## config.mk

```make
export PLATFORM = sky130hd
export DESIGN_NAME = regfile_wb_arbiter
export DESIGN_NICKNAME = d
export VERILOG_FILES = /design/src/rtl/regfile_wb_arbiter_pkg.sv /design/src/rtl/regfile_wb_arbiter_rr_arb2.sv /design/src/rtl/regfile_wb_arbiter.sv
export SDC_FILE = /design/constraint.sdc
export NUM_CORES = 1
export LEC_CHECK = 0
export CORE_ASPECT_RATIO = 1.1
export CORE_MARGIN = 1.5
export CORE_UTILIZATION = 30
export DETAILED_ROUTE_END_ITERATION = 16
export PLACE_DENSITY = 0.74
export SETUP_SLACK_MARGIN = 0.02
export SLEW_MARGIN = 0
export SYNTH_ARGS = -nofsm -noshare
export SYNTH_HDL_FRONTEND = slang
export SYNTH_SLANG_ARGS = --single-unit
```

## constraint.sdc

```tcl
create_clock -name clk -period 2.15 [get_ports clk]
set_clock_uncertainty 0.05 [all_clocks]
set_input_delay 0.43 -clock clk [delete_from_list [all_inputs] [get_ports clk]]
set_output_delay 0.43 -clock clk [all_outputs]
set_load 0.03 [all_outputs]
```

## src/rtl/regfile_wb_arbiter_pkg.sv

```systemverilog
// Shared widths for the regfile writeback path.
package regfile_wb_arbiter_pkg;
    localparam int REG_ADDR_LEN = 5;
    localparam int DATA_LEN     = 32;
    localparam int REG_NUM      = 1 << REG_ADDR_LEN;
    localparam int WB_REQ_NUM   = 2;
endpackage

```

## src/rtl/regfile_wb_arbiter_rr_arb2.sv

```systemverilog
// Two-way round-robin arbiter. Grants are combinational; only contested
// cycles move the priority pointer.
module rr_arb2
    import regfile_wb_arbiter_pkg::*;
#(
    parameter bit PRIO0 = 1'b1
) (
    input  logic                  clk,
    input  logic                  rst,
    input  logic [WB_REQ_NUM-1:0] valid,
    output logic [WB_REQ_NUM-1:0] grant
);
    // 1 = requester 0 won the most recent contested cycle
    logic last_grant;

    always_comb begin
        grant = '0;
        if (!rst) begin
            if (&valid)
                grant = last_grant ? 2'b10 : 2'b01;
            else
                grant = valid;
        end
    end

    always_ff @(posedge clk) begin
        if (rst)
            last_grant <= ~PRIO0;
        else if (&valid)
            last_grant <= grant[0];
    end
endmodule

```

## src/rtl/regfile_wb_arbiter.sv

```systemverilog
// Shares the regfile write port between EX (req0) and MEM (req1) writeback,
// with a registered output stage and same-cycle read bypass of the staged write.
module regfile_wb_arbiter
    import regfile_wb_arbiter_pkg::*;
#(
    parameter int AW    = REG_ADDR_LEN,
    parameter int DW    = DATA_LEN,
    parameter bit PRIO0 = 1'b1
) (
    input  logic          clk,
    input  logic          rst,
    input  logic          req0_valid,
    input  logic [AW-1:0] req0_addr,
    input  logic [DW-1:0] req0_data,
    output logic          req0_ready,
    input  logic          req1_valid,
    input  logic [AW-1:0] req1_addr,
    input  logic [DW-1:0] req1_data,
    output logic          req1_ready,
    output logic          rf_we,
    output logic [AW-1:0] rf_waddr,
    output logic [DW-1:0] rf_wdata,
    input  logic [AW-1:0] byp_raddr1,
    input  logic [AW-1:0] byp_raddr2,
    output logic          byp_hit1,
    output logic          byp_hit2,
    output logic [DW-1:0] byp_data
);
    logic [WB_REQ_NUM-1:0] grant;
    logic [AW-1:0]         sel_addr;
    logic [DW-1:0]         sel_data;

    rr_arb2 #(.PRIO0(PRIO0)) u_arb (
        .clk   (clk),
        .rst   (rst),
        .valid ({req1_valid, req0_valid}),
        .grant (grant)
    );

    assign req0_ready = grant[0];
    assign req1_ready = grant[1];
    assign sel_addr   = grant[1] ? req1_addr : req0_addr;
    assign sel_data   = grant[1] ? req1_data : req0_data;

    // x0 writes are consumed but never staged; addr/data hold when idle
    always_ff @(posedge clk) begin
        if (rst) begin
            rf_we    <= 1'b0;
            rf_waddr <= '0;
            rf_wdata <= '0;
        end else if (|grant && sel_addr != '0) begin
            rf_we    <= 1'b1;
            rf_waddr <= sel_addr;
            rf_wdata <= sel_data;
        end else begin
            rf_we    <= 1'b0;
        end
    end

    assign byp_hit1 = rf_we && (rf_waddr == byp_raddr1) && (byp_raddr1 != '0);
    assign byp_hit2 = rf_we && (rf_waddr == byp_raddr2) && (byp_raddr2 != '0);
    assign byp_data = rf_wdata;
endmodule
```

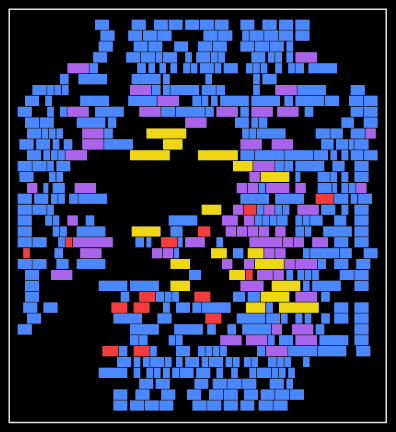
**Above:** run 1 (drive-strength map).
Scale: 4 px per um.
color	size	cells	share	most used
red	x2	14	3.0%	mux2_2
purple	x3 and x4	63	14%	mux2_4
blue	x1 and smaller	366	79%	clkdlybuf4s50_1
yellow	x6 and larger	18	3.9%	clkbuf_8
final setup margin: 56.2 ps
post-synthesis to final-layout area growth: 69.4%
Layout Cell Area excl Fill: 4620 um^2
Non-CTS buffers: 196

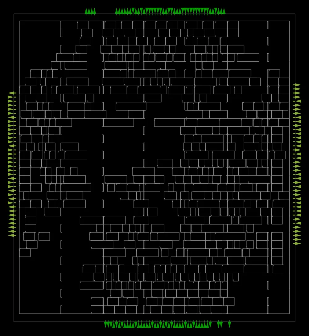
**Above:** run 1 (cell outlines without signal wires).
core outline area: 8830 um^2
sequential share of cell area: 16.9%
flip-flops: 39

==> PnR_summary.wiki, run 1 <==
== Flow metrics ==
{| class="wikitable"
! Metric !! Value
|-
| Result of the run || complete, no violations
|-
| Clock sink count || 39
|-
| Via density || 4.88
|-
| GR Util met1 || 21.4%
|-
| Fraction of area in clock buffers and inverters || 1.90%
|-
| Violation count after the first detailed-routing iteration || 122
|-
| Placement-stage cell area || 4200 um^2
|-
| Power per standard cell area || 530 nW/um^2
|-
| Combinational Power || 0.00111 W
|-
| Global-route met3 utilization || 3.39%
|-
| Number of inverters outside the clock class in the layout || 2
|-
| Routability cong. || 0.764
|-
| Internal power summed over all cells || 0.00162 W
|-
| Global-route usage over all layers || 17.8%
|-
| Post-Syn Area per Cell || 8.57 um^2
|-
| Number of warnings the tools reported || 26
|-
| Slowest stage cell on the critical path || sky130_fd_sc_hd__or4_4
|-
| Min cycle time layout || 2090 ps
|-
| Internal reg-to-reg setup slack || 180 ps
|-
| Number of post-CTS setup repair buffers || 17
|-
| Number of enable flip-flop cells || 0
|-
| Final hold viol count || 0
|-
| Maximum vdd ir drop || 0.213 mV
|-
| Clock buffer cells || 6
|-
| Area share of the largest cell type after synthesis || 28.7%
|-
| Worst Hold Slack || 501 ps
|-
| Power in the clock group || 0.000495 W
|-
| Total cell area reported by yosys after synthesis || 2730 um^2
|-
| And-or/or-and share of the synthesized area || 15.8%
|-
| Number of remaining DRC errors || 0
|-
| Post-synth top cells || sky130_fd_sc_hd__a21oi_1 (39), sky130_fd_sc_hd__dfxtp_1 (39), sky130_fd_sc_hd__nand3_1 (38)
|-
| Critical Path Max Stage Delay || 530 ps
|-
| Synth Area in XOR/XNOR || 2.89%
|-
| DIE AREA || 9670 um^2
|-
| Setup WS pre-CTS || -398 ps
|-
| Setup violations, final || 0
|-
| Register area || 781 um^2
|-
| First-pass GRT wire length || 13.5 mm
|-
| Number of flip-flops under the largest register name || 32
|}
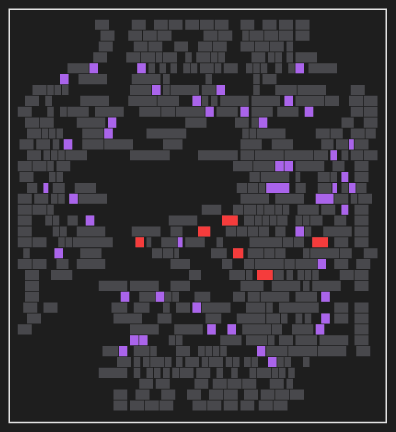
**Above:** run 1 (selected gate families).
Scale: 4 px per um.
color	family	cells
purple	nor cells	45
red	and/or cells	6
combinational share of cell area: 34.6%
most common logic cell in the routed design: sky130_fd_sc_hd__clkdlybuf4s50_1
Finished Layout Cells: 575

**Run 1: port wiring**

Scale: 3 px per um.
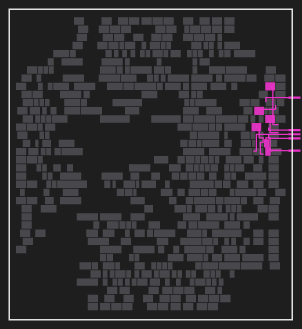

==> run 2, diff against run 1 <==
--- a/config.mk
+++ b/config.mk
@@ -7,9 +7,9 @@
 export LEC_CHECK = 0
 export CORE_ASPECT_RATIO = 1.1
 export CORE_MARGIN = 1.5
-export CORE_UTILIZATION = 30
+export CORE_UTILIZATION = 38
 export DETAILED_ROUTE_END_ITERATION = 16
-export PLACE_DENSITY = 0.74
+export PLACE_DENSITY = 0.89
 export SETUP_SLACK_MARGIN = 0.02
 export SLEW_MARGIN = 0
 export SYNTH_ARGS = -nofsm -noshare
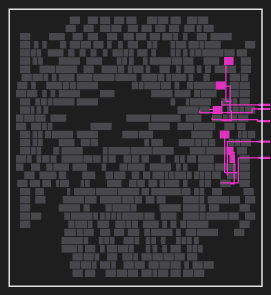
**Above:** run 2 (port wiring).
Scale: 3 px per um.
color	port	direction	edge	end cells	buffers	wire
magenta	`byp_raddr2`	input	right	6	5	162 um

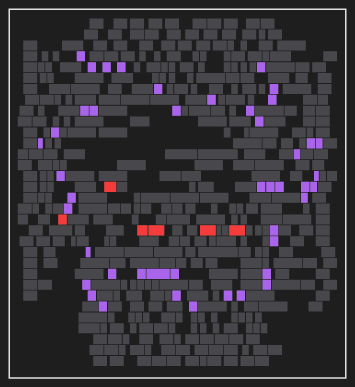
**Above:** run 2 (selected gate families).
Scale: 4 px per um.
color	family	cells
purple	nor cells	45
red	and/or cells	6
combinational share of cell area: 35.7%
Finished Layout Cells: 533

==> run 2 against run 1 <==
  * Clock-buffer cell count unchanged
  * Largest cell class unchanged
  * Critical endpoint is now byp_data[22]$_SDFFE_PP0P_
  * Final cell count down 7.3%
  * Non-clock buffer count decreased by 12
==> PnR_summary.wiki, run 2 <==
== Flow metrics ==
{| class="wikitable"
! Metric !! Value
|-
| Post-synthesis to final-layout area growth || 62.9% (was 69.4%)
|-
| Setup WS pre-CTS || -413 ps (was -398 ps)
|-
| Min cycle time layout || 2090 ps (about the same)
|-
| Post-Route Utilization || 63.7% (was 52.3%)
|-
| Via density || 5.19 (was 4.88)
|-
| Number of enable flip-flop cells || 0 (unchanged)
|-
| Maximum vdd ir drop || 0.268 mV (was 0.213 mV)
|-
| Global-route usage over all layers || 21.5% (was 17.8%)
|-
| Critical Path Max Stage Delay || 560 ps (was 530 ps)
|-
| Post-synth top cells || sky130_fd_sc_hd__a21oi_1 (39), sky130_fd_sc_hd__dfxtp_1 (39), sky130_fd_sc_hd__nand3_1 (38) (unchanged)
|-
| Post-Syn Area per Cell || 8.57 um^2 (unchanged)
|-
| Internal power summed over all cells || 0.00157 W (was 0.00162 W)
|-
| Layout Cell Area excl Fill || 4440 um^2 (was 4620 um^2)
|-
| Clock share of power || 18.8% (was 20.2%)
|-
| Flip-flops || 39 (unchanged)
|-
| Global-route met3 utilization || 4.50% (was 3.39%)
|-
| Area share of the largest cell type after synthesis || 28.7% (unchanged)
|-
| Number of buffers inserted during clock tree synthesis || 5 (unchanged)
|-
| DIE AREA || 7690 um^2 (was 9670 um^2)
|-
| Final setup margin || 64.2 ps (was 56.2 ps)
|-
| Routability cong. || 0.832 (was 0.764)
|-
| Clock buffer cells || 6 (unchanged)
|-
| Most common logic cell in the routed design || sky130_fd_sc_hd__clkdlybuf4s50_1 (unchanged)
|-
| Power in the clock group || 0.000443 W (was 0.000495 W)
|-
| GR Util met1 || 26.4% (was 21.4%)
|-
| Core outline area || 6970 um^2 (was 8830 um^2)
|-
| Final hold viol count || 0 (unchanged)
|-
| Number of inverters outside the clock class in the layout || 2 (unchanged)
|-
| Worst Hold Slack || 511 ps (was 501 ps)
|-
| Combinational Power || 0.00107 W (was 0.00111 W)
|-
| Power per standard cell area || 532 nW/um^2 (was 530 nW/um^2)
|-
| N_taps || 85 (was 114)
|-
| Hold Startpoint || rst (was rf_waddr[4]$_SDFFE_PP0P_)
|-
| Register area || 781 um^2 (unchanged)
|-
| Top layer used by detailed routing || met4 (unchanged)
|-
| Total cell area reported by yosys after synthesis || 2730 um^2 (unchanged)
|-
| Proportion of layout cells with a drive suffix above 1 || 17.6% (was 20.6%)
|-
| Number of flip-flops under the largest register name || 32 (unchanged)
|-
| Number of post-CTS setup repair buffers || 4 (was 17)
|-
| Placement-stage cell area || 4170 um^2 (was 4200 um^2)
|-
| And-or/or-and share of the synthesized area || 15.8% (unchanged)
|-
| Number of remaining DRC errors || 0 (unchanged)
|-
| Fraction of area in clock buffers and inverters || 1.64% (was 1.90%)
|-
| Violation count after the first detailed-routing iteration || 137 (was 122)
|-
| Result of the run || complete, no violations (unchanged)
|}
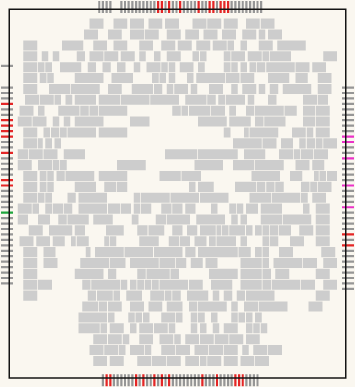
**Above:** run 2 (pin placement).
Scale: 4 px per um. Pins as bars across the die edge, other pins in gray.
color	port	pins	direction	edge
red	`req0_data`	32	input	12 bottom, 10 top, 8 left, 2 right
green	`req0_ready`	1	output	left
magenta	`byp_raddr2`	5	input	right
all pins by edge	43 top, 43 bottom, 38 left, 38 right
height of the die: 91.8 um
die boundary width: 83.7 um
Port Buffers: 161

Power and IR drop assume default switching activity.
